### src/rtl/rx_resp_tracker.sv
// rtl/rx_resp_tracker.sv - per-instance response tracking with timeout and in-order host return
// Each switch instance owns one slot; DONE slots drain to the host lowest index first.
module rx_resp_tracker #(
  parameter int NUM_SW_INST = 5,
  parameter int W_WIDTH     = 8,
  parameter int TIMEOUT_CYC = 16
) (
  input  logic                           clk,
  input  logic                           rst_n,
  input  logic                           issue_valid,
  input  logic [2:0]                     issue_sw,
  input  logic                           issue_wr_rd,
  input  logic [7:0]                     issue_op_id,
  input  logic [NUM_SW_INST-1:0]         ack_in,
  input  logic [NUM_SW_INST*W_WIDTH-1:0] sw_rd_data,
  output logic [NUM_SW_INST-1:0]         sw_busy,
  output logic                           issue_err,
  output logic                           ready,
  output logic [7:0]                     ready_id,
  output logic [W_WIDTH-1:0]             rd_data_out,
  output logic                           resp_err
);

  typedef enum logic [1:0] {
    S_IDLE = 2'd0,
    S_WAIT = 2'd1,
    S_DONE = 2'd2
  } slot_state_e;

  localparam logic [7:0] TO_LAST = 8'(TIMEOUT_CYC - 1);
  localparam bit         TO_EN   = (TIMEOUT_CYC != 0);

  slot_state_e          state_q [NUM_SW_INST];
  slot_state_e          state_d [NUM_SW_INST];
  logic [7:0]           id_q    [NUM_SW_INST];
  logic [7:0]           id_d    [NUM_SW_INST];
  logic                 wr_q    [NUM_SW_INST];
  logic                 wr_d    [NUM_SW_INST];
  logic                 err_q   [NUM_SW_INST];
  logic                 err_d   [NUM_SW_INST];
  logic [W_WIDTH-1:0]   data_q  [NUM_SW_INST];
  logic [W_WIDTH-1:0]   data_d  [NUM_SW_INST];
  logic [7:0]           cnt_q   [NUM_SW_INST];
  logic [7:0]           cnt_d   [NUM_SW_INST];

  logic [NUM_SW_INST-1:0] issue_hit;
  logic [NUM_SW_INST-1:0] grant;
  logic                   grant_found;

  logic               issue_err_q, issue_err_d;
  logic               ready_q, ready_d;
  logic [7:0]         ready_id_q, ready_id_d;
  logic [W_WIDTH-1:0] rd_data_q, rd_data_d;
  logic               resp_err_q, resp_err_d;

  // Out-of-range indices never match a slot, so they fall into issue_err too.
  always_comb begin
    issue_hit = '0;
    for (int i = 0; i < NUM_SW_INST; i++) begin
      issue_hit[i] = issue_valid && (issue_sw == 3'(i)) && (state_q[i] == S_IDLE);
    end
    issue_err_d = issue_valid && (issue_hit == '0);
  end

  always_comb begin
    grant       = '0;
    grant_found = 1'b0;
    for (int i = 0; i < NUM_SW_INST; i++) begin
      if (state_q[i] == S_DONE && !grant_found) begin
        grant[i]    = 1'b1;
        grant_found = 1'b1;
      end
    end
  end

  always_comb begin
    ready_d    = grant_found;
    ready_id_d = ready_id_q;
    rd_data_d  = rd_data_q;
    resp_err_d = resp_err_q;
    for (int i = 0; i < NUM_SW_INST; i++) begin
      if (grant[i]) begin
        ready_id_d = id_q[i];
        rd_data_d  = data_q[i];
        resp_err_d = err_q[i];
      end
    end
  end

  always_comb begin
    for (int i = 0; i < NUM_SW_INST; i++) begin
      state_d[i] = state_q[i];
      id_d[i]    = id_q[i];
      wr_d[i]    = wr_q[i];
      err_d[i]   = err_q[i];
      data_d[i]  = data_q[i];
      cnt_d[i]   = cnt_q[i];
      unique case (state_q[i])
        S_IDLE: begin
          if (issue_hit[i]) begin
            state_d[i] = S_WAIT;
            id_d[i]    = issue_op_id;
            wr_d[i]    = issue_wr_rd;
            err_d[i]   = 1'b0;
            cnt_d[i]   = 8'd0;
          end
        end
        S_WAIT: begin
          // Ack is checked first so it wins a tie with the final timeout cycle.
          if (ack_in[i]) begin
            state_d[i] = S_DONE;
            err_d[i]   = 1'b0;
            data_d[i]  = wr_q[i] ? '0 : sw_rd_data[i*W_WIDTH +: W_WIDTH];
          end else if (TO_EN && cnt_q[i] == TO_LAST) begin
            state_d[i] = S_DONE;
            err_d[i]   = 1'b1;
            data_d[i]  = '0;
          end else if (TO_EN) begin
            cnt_d[i] = cnt_q[i] + 8'd1;
          end
        end
        S_DONE: begin
          if (grant[i]) begin
            state_d[i] = S_IDLE;
          end
        end
        default: state_d[i] = S_IDLE;
      endcase
    end
  end

  always_ff @(posedge clk) begin
    if (rst_n) begin
      for (int i = 0; i < NUM_SW_INST; i++) begin
        state_q[i] <= S_IDLE;
        id_q[i]    <= 8'd0;
        wr_q[i]    <= 1'b0;
        err_q[i]   <= 1'b0;
        data_q[i]  <= '0;
        cnt_q[i]   <= 8'd0;
      end
      issue_err_q <= 1'b0;
      ready_q     <= 1'b0;
      ready_id_q  <= 8'd0;
      rd_data_q   <= '0;
      resp_err_q  <= 1'b0;
    end else begin
      for (int i = 0; i < NUM_SW_INST; i++) begin
        state_q[i] <= state_d[i];
        id_q[i]    <= id_d[i];
        wr_q[i]    <= wr_d[i];
        err_q[i]   <= err_d[i];
        data_q[i]  <= data_d[i];
        cnt_q[i]   <= cnt_d[i];
      end
      issue_err_q <= issue_err_d;
      ready_q     <= ready_d;
      ready_id_q  <= ready_id_d;
      rd_data_q   <= rd_data_d;
      resp_err_q  <= resp_err_d;
    end
  end

  always_comb begin
    sw_busy = '0;
    for (int i = 0; i < NUM_SW_INST; i++) begin
      sw_busy[i] = (state_q[i] != S_IDLE);
    end
  end

  assign issue_err   = issue_err_q;
  assign ready       = ready_q;
  assign ready_id    = ready_id_q;
  assign rd_data_out = rd_data_q;
  assign resp_err    = resp_err_q;

endmodule

### config.mk
export PLATFORM = sky130hd
export DESIGN_NAME = rx_resp_tracker
export DESIGN_NICKNAME = d
export VERILOG_FILES = /design/src/rtl/rx_resp_tracker.sv
export SDC_FILE = /design/constraint.sdc
export NUM_CORES = 1
export LEC_CHECK = 0
export ABC_AREA = 1
export CELL_PAD_IN_SITES_DETAIL_PLACEMENT = 0
export CELL_PAD_IN_SITES_GLOBAL_PLACEMENT = 1
export CORE_ASPECT_RATIO = 0.5
export CORE_UTILIZATION = 25
export CTS_CLUSTER_DIAMETER = 50
export DETAILED_ROUTE_END_ITERATION = 10
export PLACE_DENSITY = 0.52
export SKIP_LAST_GASP = 1
export SLEW_MARGIN = 20
export SYNTH_ARGS = -nofsm -noshare
export SYNTH_HDL_FRONTEND = slang
export SYNTH_SLANG_ARGS = --single-unit
### constraint.sdc
create_clock -name clk -period 3.6 [get_ports clk]
set_clock_uncertainty 0.2 [all_clocks]
set_input_delay 0.72 -clock clk [delete_from_list [all_inputs] [get_ports clk]]
set_output_delay 0.72 -clock clk [all_outputs]
set_load 0.1 [all_outputs]
==> design notes, run 1 <==
The tools report the met1 wire length as 13,000 um. The flow ran to the end, and the final reports show no timing, DRC or antenna violations. The cell accounting for the most synthesized area is sky130_fd_sc_hd__dfxtp_1. Hold-critical path endpoint: id_q[0][2]$_SDFFE_PP0P_. Summed over its instances, the top area cell type makes up 43.2% of the synthesized netlist area. The tools report the startpoint of the worst hold path as id_q[0][2]$_SDFFE_PP0P_. The registers reported with the highest flop counts are cnt_q (40), data_q (40), id_q (40).

Routability-driven placement finished with a final weighted congestion of 0.795. The slowest stage of the critical path is the sky130_fd_sc_hd__clkdlybuf4s50_1 cell. The effective utilization at floorplan was 26.0%; the instance count of the mapped netlist was 1,093. The main area contributors are sky130_fd_sc_hd__dfxtp_1 43%, sky130_fd_sc_hd__nand2_1 13%, sky130_fd_sc_hd__nor2_1 8.0%, sky130_fd_sc_hd__a21oi_1 7.3%, sky130_fd_sc_hd__inv_1 6.5%. The run gives 0 for the count of warnings emitted by yosys. The stage delay of the slowest cell on the critical path came out at 1.12 ns. The number of different library cells in the post-synthesis netlist was 33; the biggest fanout along the worst timing path was 1.

Dividing the detail-routed via count by the number of cells gives 4.46. The measured slew at the worst slew-check pin works out to 0.966 ns. TritonCTS built the clock tree. In the final timing run, aggregate negative setup slack is 0 ns. The final hold violation count recorded for this run is 0. Per the breakdown, switching nets consume 24.9% of all power. The tools report the worst supply voltage drop on vdd as 0.000336 V. Category of the critical setup timing path: reg2out.

The run gives 2 for the worst-case clock buffer depth. The run gives 0% for the fraction of synthesis flops using an asynchronous set or reset pin. The worst path meets setup with 0.824 ns of slack. The report puts the cell count of the worst reg-to-reg path at 11.

Start point of the critical path: ready$_SDFF_PP0_. In this run the post-CTS setup repair buffer count came out at 0. The report lists the cells along the critical path as clkdlybuf4s50_1. The run gives 5 as the number of search-and-repair iterations in the first detailed-routing pass. The run gives 0 as the number of antenna violations at the first check in global routing.

OpenROAD reports that the post-layout worst path occupies 77.1% of the period. The tools report the capture point of the worst path as ready. At the end of the flow the core is filled with cells to 32.2%. Worst slew slack as a fraction of its limit: 35.4%.

Clock-pin slew was measured on the worst setup and hold paths at 0.06 ns. Global routing finished with a remaining overflow of 0. The buffering stage count on the worst path with inverters included works out to 1. The post-synth count of flops with an enable pin is 0.

The total design power is 3900 uW, and the full die area is 30,200 sq um. Mean post-synth cell area: 6.74 sq um. Cells with a size suffix above 1 make up 7.77% of the layout. The run gives 23.6% for the relative area change from synthesis to final layout. For the sequential group, total power comes out at 1810 uW.

The tools report the sort of element at the start of the critical path as a register. Along the worst hold path, the cell count comes to 2. After detailed routing, no signal wire sits above met4. The cell family contributing the most delay on the critical path is buffers and inverters.

The via count of the first global-routing pass came out at 6,557. Static timing analysis puts the maximum clock frequency at 360 MHz. Met2 layer usage reported by global route: 23.1%. The number of remaining DRC errors is 0, and the total via count in the routed design is 6,988.

The commonest cells after synthesis are 251 x sky130_fd_sc_hd__nand2_1, 159 x sky130_fd_sc_hd__dfxtp_1, 156 x sky130_fd_sc_hd__nor2_1. Gates resized during post-CTS repair numbered 0. The run gives 16.3% as the all-layer global routing usage. The startpoint identified for the worst register-to-register timing path is state_q[0][2]$_SDFFE_PP0P_. The synthesized netlist occupies a cell area of 7360 sq um. The number of cells reported by Yosys stat comes to 1,093. The first-pass GRT wire length is 37,100 um, and the part of the power in registers is 46.4%.
[run 1: stage by stage]
stage                     cells  cell area, sq um  hold WS, ns
after floorplan            1093              7360        0.223
after global placement     1534              8540        0.232
after detailed placement   1534              8540        0.234
after CTS                  1566              9100        0.246
after global routing       1566              9100        0.257
final                      1566              9100        0.243
[run 1: cell type report]
cell class | count | area [sq um]
clock buffer | 21 | 450
clock inverter | 11 | 116
fill | 3163 | 19200
inverter | 138 | 518
multi-input combinational | 760 | 3500
sequential | 159 | 3180
tap | 382 | 478
timing repair buffer | 95 | 858
[run 1: cells in the final DEF, fill, tap and decap left out, types with 9 or more instances in the layout]
master | netlist | routed
sky130_fd_sc_hd__nand4_1 | 19 | 19
sky130_fd_sc_hd__nand2_1 | 251 | 251
sky130_fd_sc_hd__clkdlybuf4s50_1 | 0 | 59
sky130_fd_sc_hd__nand3_1 | 91 | 91
sky130_fd_sc_hd__inv_2 | 9 | 9
sky130_fd_sc_hd__inv_1 | 127 | 127
sky130_fd_sc_hd__clkbuf_16 | 0 | 17
sky130_fd_sc_hd__o21ai_0 | 71 | 71
sky130_fd_sc_hd__a21oi_1 | 108 | 108
sky130_fd_sc_hd__buf_4 | 2 | 35
sky130_fd_sc_hd__nor2_1 | 156 | 156
sky130_fd_sc_hd__dfxtp_1 | 159 | 159
[run 1: kinds of logic (layout without fill, tap and decap cells)]
logic type | count (synthesis) | count (layout) | synth area share, %
AND-OR/OR-AND | 196 | 196 | 13.8
XOR/XNOR | 11 | 11 | 1.31
flip-flops | 159 | 159 | 43.2
adder cells (fa/ha/maj) | 5 | 5 | 0.849
buffers and inverters | 174 | 265 | 9.26
AND/OR/NAND/NOR | 548 | 548 | 31.6
Figure 1. I/O pins on the die edge (run 1).
Scale: 1.5 px per um. Pins as bars across the die edge, other pins in gray.
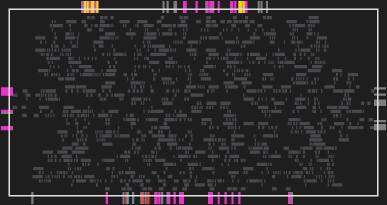
color	port	pins	direction	edge
cyan	rst_n	1	input	bottom
magenta	sw_rd_data	40	input	17 bottom, 16 top, 7 left
yellow	rd_data_out	8	output	top
red	issue_sw	3	input	bottom
all pins by edge	37 top, 30 bottom, 9 right, 8 left

Figure 2. Placed cells, one color a class (run 1).
Scale: 2 px per um. Fill, decap, tap and diode cells in gray.
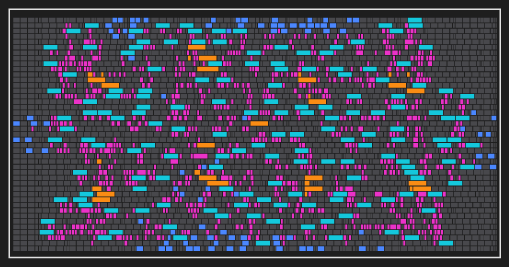
color	class	cells	share of their area
cyan	registers	159	37%
magenta	remaining logic cells	898	47%
orange	clock drivers and dummy loads	32	6.6%
blue	remaining buffers and delay cells	95	10%
number of placement rows: 43
area of the core: 28,300 sq um
share of the final layout cell area in sequential cells: 35.0%
post-layout instance area: 9100 sq um

Figure 3. Clock nets (run 1).
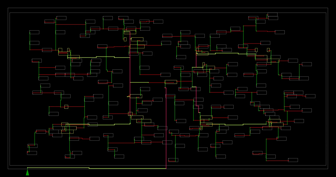
number of clock sinks seen by CTS: 159
layout clock buffer count: 21
power of the clock network: 1800 uW

Figure 4. Routed clock nets over the placement (run 1).
Scale: 3 px per um.
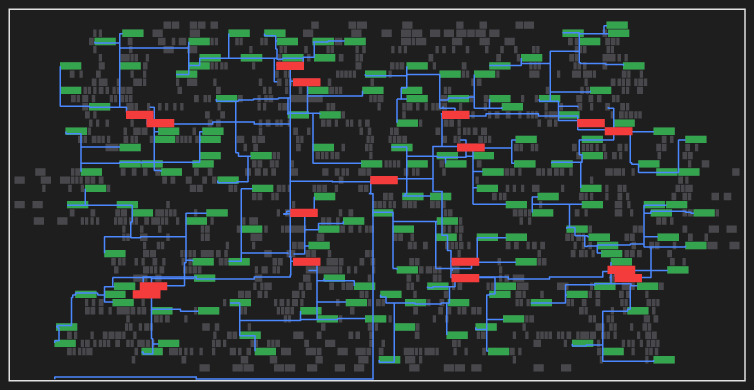

==> run 2: changes to the inputs <==
clock period = 2.8 ns   (was 3.6 ns; I/O delays follow)
Figure 5. Routed clock nets over the placement (run 2).
Scale: 3 px per um.
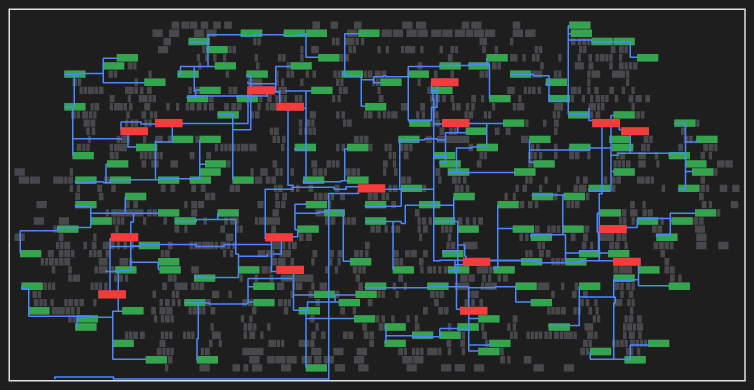
[green] flip-flops | count: 159
[red] clock-net drivers | count: 17
[blue] clock wires | length: 2,660 um
routed clock nets	18
clk latency late pin: 0.44 ns
power of the clock network: 2550 uW

Figure 6. Clock nets (run 2).
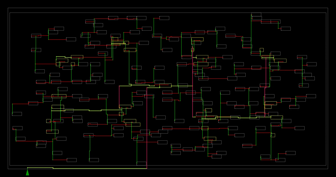
number of buffers created by CTS: 17
registers: 159

Figure 7. Signal wires on met2 (run 2).
Scale: 2 px per um.
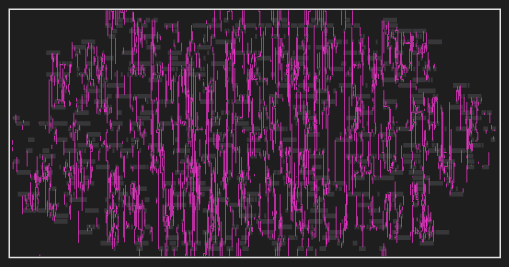
nets with wire on the layer	930
longest straight run	80.6 um

==> run 2 against run 1 <==
Compared with the run above: routed wire length grew 1.4%; critical endpoint is now cnt_q[0][33]$_SDFFE_PP0P_; count of clock-buffer cells in the layout stayed put; worst setup slack worse by 0.19 ns; cell area is 1.7% higher; sequential power up 29%; largest cell class unchanged; sequential share of layout area fell by 0.58 points.
==> design notes, run 2 <==
Capture point of the worst path: cnt_q[0][33]$_SDFFE_PP0P_ (was ready). The number of search-and-repair iterations in the first detailed-routing pass was 5 (unchanged). The tools report the number of hold violations in the final report as 0 (unchanged). Footprint of the multi-input gates: 3500 sq um (unchanged). The first-pass GRT wire length came out at 37,400 um (was 37,100 um). The logs give 28,300 sq um (unchanged) for the core box area and 30,200 sq um (unchanged) for the full die area. The routability congestion estimate was 0.788 (was 0.795); the number of clock sinks was 159 (unchanged). The hold-critical path endpoint is id_q[0][37]$_SDFFE_PP0P_ (was id_q[0][2]$_SDFFE_PP0P_). The number of remaining DRC errors was 0 (unchanged); the effective utilization at floorplan was 26.0% (unchanged).

For the total negative slack for setup checks, the log shows 0 ns (unchanged). Biggest area contributors in the synthesized netlist: sky130_fd_sc_hd__dfxtp_1 43%, sky130_fd_sc_hd__nand2_1 13%, sky130_fd_sc_hd__nor2_1 8.0%, sky130_fd_sc_hd__a21oi_1 7.3%, sky130_fd_sc_hd__inv_1 6.5% (unchanged). TritonCTS built the clock tree.

The met2 layer usage reported by global route was 23.7% (was 23.1%); the portion of the clock cycle consumed by the worst path in the final layout was 77.5%. The destination of the worst register-to-register timing path is rd_data_out[1]$_SDFFE_PP0P_ (was rd_data_out[4]$_SDFFE_PP0P_). The run gives 0.000436 V (was 0.000336 V) for the worst supply voltage drop on vdd. The run finished with clean final reports.

Top Registers: cnt_q (40), data_q (40), id_q (40) (unchanged). The yosys stat cell total was 1,093 (unchanged). The clock-pin slew of the registers on the worst-case setup and hold paths was 0.07 ns (was 0.06 ns). The worst flop-to-flop path startpoint was state_q[0][2]$_SDFFE_PP0P_ (unchanged). The run gives 0.608 ns (was 0.966 ns) for the measured slew at the worst slew-check pin.

The category of the critical setup timing path was in2reg (was reg2out). The data arrival time at the worst-slack endpoint is 2.34 ns (was 1.86 ns). The tools report the start point of the critical path as issue_sw[1] (was ready$_SDFF_PP0_). With the part of the power in registers at 44.1% (was 46.4%), the mean post-synth cell area is 6.74 sq um (unchanged).

The routed length on met3 is 658 um (was 795 um), and the fraction of synthesis flops using an asynchronous set or reset pin is 0% (unchanged). The fraction of post-synthesis cell area in the top cell type by area was 43.2% (unchanged). The run gives 2 (unchanged) for the number of cells traversed by the worst hold path. The run gives 0 (unchanged) as the remaining global-route overflow. The count of warnings emitted by yosys is 0 (unchanged). The relative area change from synthesis to final layout is 25.7% (was 23.6%). The worst-case clock buffer depth is 2 (unchanged).

Cell accounting for the most synthesized area: sky130_fd_sc_hd__dfxtp_1 (unchanged). The met1 wire length was 13,200 um (was 13,000 um). The worst slew slack as a fraction of its limit was 59.3% (was 35.4%). The logs give 2.97 ns (was 2.68 ns) for the critical path data required time and 1,093 (unchanged) for the instance count of the mapped netlist. The sort of element at the start of the critical path is an input pin (was a register).

The total via count in the routed design was 7,020 (was 6,988). With the via count of the first global-routing pass at 6,585 (was 6,557), the all-layer global routing usage is 16.4% (was 16.3%). The register cell area after layout came out at 3180 sq um (unchanged). Synth cell count leaders: 251 x sky130_fd_sc_hd__nand2_1, 159 x sky130_fd_sc_hd__dfxtp_1, 156 x sky130_fd_sc_hd__nor2_1 (unchanged). The switching share of total power works out to 25.0% (was 24.9%).

With the proportion of layout cells with a drive suffix above 1 at 8.88% (was 7.77%), the biggest fanout along the worst timing path is 12 (was 1). The most common library cell in the layout ignoring fill and taps was sky130_fd_sc_hd__nand2_1 (unchanged). The tools report the synthesized area as 7360 sq um (unchanged).

Derived from the worst setup path, the maximum achievable clock frequency is 461 MHz. The post-CTS setup buffer count came out at 0 (unchanged). The setup slack after layout is 0.630 ns (was 0.824 ns). Standby leakage power: 0.00377 uW (was 0.00368 uW). For the global-route track usage on met1, the log shows 24.5% (was 24.4%).

The run gives 43 (unchanged) for the cell row count. The startpoint of the worst hold path was id_q[0][37]$_SDFFE_PP0P_ (was id_q[0][2]$_SDFFE_PP0P_). Uppermost signal routing layer after detailed routing: met4 (unchanged).

The number of antenna violations at the first check in global routing was 0 (unchanged); the fill cell total of the finished layout was 3,106 (was 3,163). The run gives 0 (unchanged) for the number of gates given a new drive strength after cts. Most instantiated logic cells after routing: 251 x sky130_fd_sc_hd__nand2_1, 159 x sky130_fd_sc_hd__dfxtp_1, 156 x sky130_fd_sc_hd__nor2_1 (unchanged).

For the number of different library cells in the post-synthesis netlist, the log shows 33 (unchanged).
## run 2: cell counts after synthesis
No cell type changed its count.
## run 2: critical path: stages
cell and delay [ns]:
sky130_fd_sc_hd__clkdlybuf4s50_1 0.42, sky130_fd_sc_hd__nor2_1 0.19, sky130_fd_sc_hd__nand4_1 0.31, sky130_fd_sc_hd__nand2_1 0.18, sky130_fd_sc_hd__nand2_1 0.26, sky130_fd_sc_hd__inv_1 0.21
sky130_fd_sc_hd__nand3_1 0.09, sky130_fd_sc_hd__a21oi_1 0.13
## run 2: power groups by stage
stage | combinational [uW] | clock, uW | sequential [uW]
after detailed placement | 395 | 0 | 2380
after global placement | 394 | 0 | 2380
final | 390 | 2550 | 2330
after global routing | 430 | 2730 | 2330
after CTS | 396 | 2630 | 2330
after floorplan | 173 | 0 | 2400
## run 2: cells by family (layout without fill, tap and decap cells)
logic type               count (synthesis)  count (layout)  synth area share, %
AND-OR/OR-AND                          196             196                 13.8
XOR/XNOR                                11              11                 1.31
adder cells (fa/ha/maj)                  5               5                0.849
buffers and inverters                  174             275                 9.26
flip-flops                             159             159                 43.2
AND/OR/NAND/NOR                        548             548                 31.6
## run 2: cell type report
cell class / count / share of cell area [%]
clock inverters: 11 / 1.66
repair buffers: 105 / 10.2
flip-flops and latches: 159 / 34.4
multi-input cells: 760 / 37.8
well taps: 382 / 5.16
clock buffers: 21 / 5.19
inverters: 138 / 5.60
## run 2: metrics by stage
stage	util [%]	power (uW)	instances	instance area, sq um
finish	32.7	5270	1576	9260
global route	32.7	5490	1576	9260
CTS	32.7	5350	1576	9260
detailed placement	30.5	2770	1544	8620
global placement	30.5	2770	1544	8620
floorplan	-	2580	1093	7360
Power and IR drop assume default switching activity.
